### src/rtl/mainfsm_pkg.sv
// Shared types and constants for the multi-cycle main control FSM.
// Control bundle layout: {NextPC,Branch,MemW,RegW,IRWrite,AdrSrc,ResultSrc,ALUSrcA,ALUSrcB,ALUOp}.
package mainfsm_pkg;

  localparam int CTRL_W = 13;

  typedef enum logic [3:0] {
    S_FETCH    = 4'd0,
    S_DECODE   = 4'd1,
    S_MEMADR   = 4'd2,
    S_MEMRD    = 4'd3,
    S_MEMWB    = 4'd4,
    S_MEMWR    = 4'd5,
    S_EXECUTER = 4'd6,
    S_EXECUTEI = 4'd7,
    S_ALUWB    = 4'd8,
    S_BRANCH   = 4'd9,
    S_FAULT    = 4'd10,
    S_MULEX    = 4'd11
  } state_t;

  typedef struct packed {
    logic       next_pc;
    logic       branch;
    logic       mem_w;
    logic       reg_w;
    logic       ir_write;
    logic       adr_src;
    logic [1:0] result_src;
    logic [1:0] alu_src_a;
    logic [1:0] alu_src_b;
    logic       alu_op;
  } ctrl_t;

  localparam logic [1:0] RS_ALU    = 2'b00;
  localparam logic [1:0] RS_MEM    = 2'b01;
  localparam logic [1:0] RS_ALUOUT = 2'b10;
  localparam logic [1:0] RS_MUL    = 2'b11;

  localparam ctrl_t C_FETCH    = 13'b1000_1_0_10_01_10_0;
  localparam ctrl_t C_DECODE   = 13'b0000_0_0_10_01_10_0;
  localparam ctrl_t C_EXECUTER = 13'b0000_0_0_00_00_00_1;
  localparam ctrl_t C_EXECUTEI = 13'b0000_0_0_00_00_01_1;
  localparam ctrl_t C_MULEX    = 13'b0000_0_0_00_00_00_0;
  localparam ctrl_t C_ALUWB    = 13'b0001_0_0_00_00_00_0;
  localparam ctrl_t C_MEMADR   = 13'b0000_0_0_00_00_01_0;
  localparam ctrl_t C_MEMRD    = 13'b0000_0_1_00_00_00_0;
  localparam ctrl_t C_MEMWR    = 13'b0010_0_1_00_00_00_0;
  localparam ctrl_t C_MEMWB    = 13'b0001_0_0_01_00_00_0;
  localparam ctrl_t C_BRANCH   = 13'b0100_0_0_10_00_01_0;
  localparam ctrl_t C_NONE     = 13'b0000_0_0_00_00_00_0;

  // States that hold a memory access open.
  function automatic logic is_mem_state(state_t s);
    return (s == S_FETCH) || (s == S_MEMRD) || (s == S_MEMWR);
  endfunction

endpackage

### src/rtl/fsm_wait_timer.sv
// Memory wait watchdog: counts not-ready cycles in a memory state.
// Clear has priority over increment; expire flags count == TIMEOUT.
module fsm_wait_timer #(
  parameter int TIMEOUT = 15
) (
  input  logic clk,
  input  logic reset,
  input  logic clr,
  input  logic inc,
  output logic expire
);

  localparam logic [7:0] LIMIT = 8'(TIMEOUT);

  logic [7:0] count;

  // Wait-cycle counter, cleared whenever the FSM changes state.
  always_ff @(posedge clk or posedge reset) begin
    if (reset) begin
      count <= '0;
    end else if (clr) begin
      count <= '0;
    end else if (inc) begin
      count <= count + 8'd1;
    end
  end

  assign expire = (count == LIMIT);

endmodule

### src/rtl/mainfsm_mc.sv
// Main control FSM for the multi-cycle datapath with memory wait
// handshake, watchdog fault state and a multi-cycle multiply state.
module mainfsm_mc
  import mainfsm_pkg::*;
#(
  parameter int WAIT_EN    = 1,
  parameter int TIMEOUT    = 15,
  parameter int MUL_EN     = 1,
  parameter int MUL_CYCLES = 4
) (
  input  logic       clk,
  input  logic       reset,
  input  logic [1:0] Op,
  input  logic [5:0] Funct,
  input  logic       MulInstr,
  input  logic       MemReady,
  output logic       IRWrite,
  output logic       AdrSrc,
  output logic       NextPC,
  output logic       RegW,
  output logic       MemW,
  output logic       Branch,
  output logic       ALUOp,
  output logic [1:0] ALUSrcA,
  output logic [1:0] ALUSrcB,
  output logic [1:0] ResultSrc,
  output logic       MemReq,
  output logic       MulStart,
  output logic       Fault,
  output logic [3:0] State
);

  localparam logic       WAIT_ON  = (WAIT_EN != 0);
  localparam logic       MUL_ON   = (MUL_EN != 0);
  localparam logic [3:0] MUL_LAST = 4'(MUL_CYCLES - 1);

  state_t     state;
  state_t     state_nx;
  logic [3:0] mul_cnt;
  logic       from_mul;
  logic       ready;
  logic       mem_req;
  logic       expire;
  logic       mul_start;
  ctrl_t      ctrl;
  logic       unused_funct;

  assign unused_funct = ^Funct[4:1];

  assign ready   = MemReady | ~WAIT_ON;
  assign mem_req = is_mem_state(state);

  fsm_wait_timer #(
    .TIMEOUT (TIMEOUT)
  ) u_timer (
    .clk    (clk),
    .reset  (reset),
    .clr    (state_nx != state),
    .inc    (mem_req & ~ready),
    .expire (expire)
  );

  // State register.
  always_ff @(posedge clk or posedge reset) begin
    if (reset) begin
      state <= S_FETCH;
    end else begin
      state <= state_nx;
    end
  end

  // Multiply cycle counter; returns to zero on leaving MULEX.
  always_ff @(posedge clk or posedge reset) begin
    if (reset) begin
      mul_cnt <= '0;
    end else if (state == S_MULEX && state_nx == S_MULEX) begin
      mul_cnt <= mul_cnt + 4'd1;
    end else begin
      mul_cnt <= '0;
    end
  end

  // Remembers that ALUWB was entered from MULEX.
  always_ff @(posedge clk or posedge reset) begin
    if (reset) begin
      from_mul <= 1'b0;
    end else begin
      from_mul <= (state == S_MULEX) && (state_nx == S_ALUWB);
    end
  end

  // Next-state logic.
  always_comb begin
    state_nx = S_FETCH;
    unique case (state)
      S_FETCH: begin
        if (ready)       state_nx = S_DECODE;
        else if (expire) state_nx = S_FAULT;
        else             state_nx = S_FETCH;
      end
      S_DECODE: begin
        unique case (Op)
          2'b00: begin
            if (MulInstr && MUL_ON) state_nx = S_MULEX;
            else if (Funct[5])      state_nx = S_EXECUTEI;
            else                    state_nx = S_EXECUTER;
          end
          2'b01:   state_nx = S_MEMADR;
          2'b10:   state_nx = S_BRANCH;
          default: state_nx = S_FAULT;
        endcase
      end
      S_MEMADR: begin
        state_nx = Funct[0] ? S_MEMRD : S_MEMWR;
      end
      S_MEMRD: begin
        if (ready)       state_nx = S_MEMWB;
        else if (expire) state_nx = S_FAULT;
        else             state_nx = S_MEMRD;
      end
      S_MEMWR: begin
        if (ready)       state_nx = S_FETCH;
        else if (expire) state_nx = S_FAULT;
        else             state_nx = S_MEMWR;
      end
      S_EXECUTER: state_nx = S_ALUWB;
      S_EXECUTEI: state_nx = S_ALUWB;
      S_MULEX: begin
        state_nx = (mul_cnt == MUL_LAST) ? S_ALUWB : S_MULEX;
      end
      S_ALUWB:  state_nx = S_FETCH;
      S_MEMWB:  state_nx = S_FETCH;
      S_BRANCH: state_nx = S_FETCH;
      S_FAULT:  state_nx = S_FAULT;
      default:  state_nx = S_FETCH;
    endcase
  end

  // Per-state control decode; illegal codes drive everything low.
  always_comb begin
    ctrl      = C_NONE;
    mul_start = 1'b0;
    unique case (state)
      S_FETCH: begin
        ctrl          = C_FETCH;
        ctrl.next_pc  = ready;
        ctrl.ir_write = ready;
      end
      S_DECODE:   ctrl = C_DECODE;
      S_MEMADR:   ctrl = C_MEMADR;
      S_MEMRD:    ctrl = C_MEMRD;
      S_MEMWB:    ctrl = C_MEMWB;
      S_MEMWR:    ctrl = C_MEMWR;
      S_EXECUTER: ctrl = C_EXECUTER;
      S_EXECUTEI: ctrl = C_EXECUTEI;
      S_ALUWB: begin
        ctrl = C_ALUWB;
        if (from_mul) ctrl.result_src = RS_MUL;
      end
      S_BRANCH: ctrl = C_BRANCH;
      S_FAULT:  ctrl = C_NONE;
      S_MULEX: begin
        ctrl      = C_MULEX;
        mul_start = (mul_cnt == 4'd0);
      end
      default: ctrl = C_NONE;
    endcase
  end

  assign NextPC    = ctrl.next_pc;
  assign Branch    = ctrl.branch;
  assign MemW      = ctrl.mem_w;
  assign RegW      = ctrl.reg_w;
  assign IRWrite   = ctrl.ir_write;
  assign AdrSrc    = ctrl.adr_src;
  assign ResultSrc = ctrl.result_src;
  assign ALUSrcA   = ctrl.alu_src_a;
  assign ALUSrcB   = ctrl.alu_src_b;
  assign ALUOp     = ctrl.alu_op;
  assign MemReq    = mem_req;
  assign MulStart  = mul_start;
  assign Fault     = (state == S_FAULT);
  assign State     = state;

endmodule

### config.mk
export PLATFORM = sky130hd
export DESIGN_NAME = mainfsm_mc
export DESIGN_NICKNAME = d
export VERILOG_FILES = /design/src/rtl/mainfsm_pkg.sv /design/src/rtl/fsm_wait_timer.sv /design/src/rtl/mainfsm_mc.sv
export SDC_FILE = /design/constraint.sdc
export NUM_CORES = 1
export LEC_CHECK = 0
export CAP_MARGIN = 20
export CORE_ASPECT_RATIO = 2
export CORE_MARGIN = 10
export CORE_UTILIZATION = 32
export DETAILED_ROUTE_END_ITERATION = 10
export SLEW_MARGIN = 30
export SYNTH_ARGS = -nofsm -noshare
export SYNTH_HDL_FRONTEND = slang
export SYNTH_SLANG_ARGS = --single-unit
### constraint.sdc
create_clock -name clk -period 3.85 [get_ports clk]
set_input_delay 0.9625 -clock clk [delete_from_list [all_inputs] [get_ports clk]]
set_output_delay 0.9625 -clock clk [all_outputs]
set_load 0.01 [all_outputs]
==> reports/results.tsv <==
metric	value	unit
die area	7060	µm²
worst rel slew slack	54.8	%
Synth Instances	149	
post-cts sizing count	0	
pin count of the biggest net entering global routing	19	
Max Transition Viols Final	0	
RSZ-0062 raised after global routing	false	
CTS Root Cell	clkbuf_8	
Die Ht	109	µm
Critical Path End	IRWrite	
final-report setup violation count	0	
Iter 0 DRT Violations	35	
clk slew on worst S/H paths	0.07	ns
initial antenna violation count	0	
status	finished, final reports clean	
reg2reg start	u_timer.count[0]$_DFFE_PP0P_	
tool warning count	31	
Final #Nets	186	
Core Util, Final	41.6	%
synthesis area per yosys	1270	µm²
Pre-antenna DRT Iters	4	
switching part of the total	45.1	%
CP startpoint kind	primary input	
maximum clock path buffer count	2	
hold worst-path end	mul_cnt[0]$_DFF_PP0_	
final clock skew	0.00350	ns
crit path from	MemReady	
DP Cell Count	217	
# Cells Yosys	149	
-- sequential cells by signal, indices dropped and copies added, names as in the netlist --
name and count:
State 4, mul_cnt 4, u_timer.count 8, from_mul 1
-- power by group through the flow --
stage	sequential [µW]	clock [µW]	combinational [µW]
after floorplan	236	0	493
after CTS	277	145	703
after detailed placement	281	0	701
after global placement	279	0	686
after global routing	285	150	757
final	276	141	691
-- stage by stage --
step           setup slack [ns]  power (µW)
2_1_floorplan              1.19         730
3_3_place_gp              0.430         965
3_5_place_dp              0.393         982
4_1_cts                   0.381        1130
5_1_grt                   0.319        1190
6_report                  0.412        1110
-- cell usage after synthesis, types with 3 or more instances --
cell	instances
nor4b_1	3
nand3_1	4
inv_1	7
nor2_1	21
nand2b_1	4
dfrtp_1	17
xnor2_1	7
nand2_1	8
clkbuf_1	6
nor2b_1	4
ha_1	3
buf_4	3
nor3b_1	3
xor2_1	4
nor3_1	16
-- layout make-up --
class | instances | area [µm²]
timing repair buffer | 29 | 283
inverter | 7 | 26.3
tap | 51 | 63.8
clock buffer | 3 | 41.3
clock inverter | 1 | 7.51
fill | 422 | 2250
sequential | 17 | 425
multi-input combinational | 113 | 751
-- routing by layer --
metal	vias to the layer above	GRT usage [%]	share of wire [%]
met1	590	9.58	35
met2	37	20.5	58
met5	-	0	0
li1	566	-	-
met3	6	2.47	5.4
met4	0	2.92	1.1
-- worst max-delay path, stage by stage --
cell	delay, ns
clkdlybuf4s50_1	0.51
inv_1	0.08
nor4_1	0.32
clkdlybuf4s50_1	0.61
pdn.png
Scale bar: 20 µm. Pins as bars on the die edge.
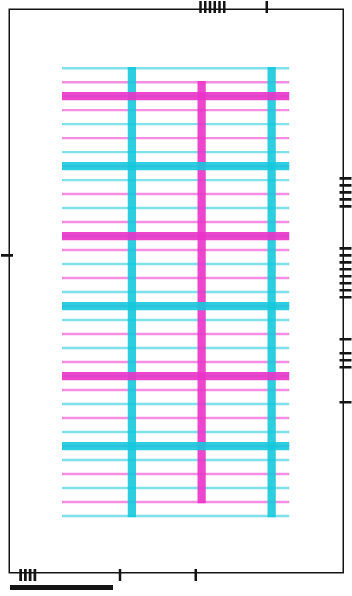
| colour | net |
|---|---|
| cyan | VSS |
| magenta | VDD |
met1 rails: 33
met4 straps: 3
rows: 32

cell_classes.png
Scale bar: 20 µm.
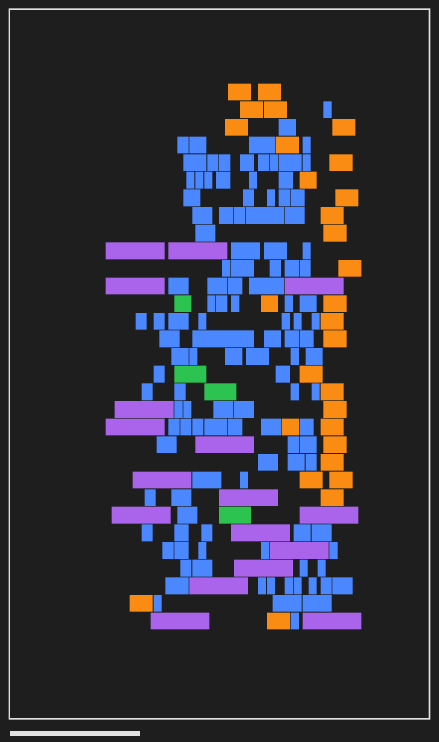
| colour | class | cells | share of their area |
|---|---|---|---|
| purple | flops | 17 | 28% |
| orange | other buffers and delay cells | 29 | 18% |
| green | clock drivers and dummy loads | 4 | 3.2% |
| blue | all other logic | 120 | 51% |

No activity file was given, so power comes from the tool's default toggle rates.
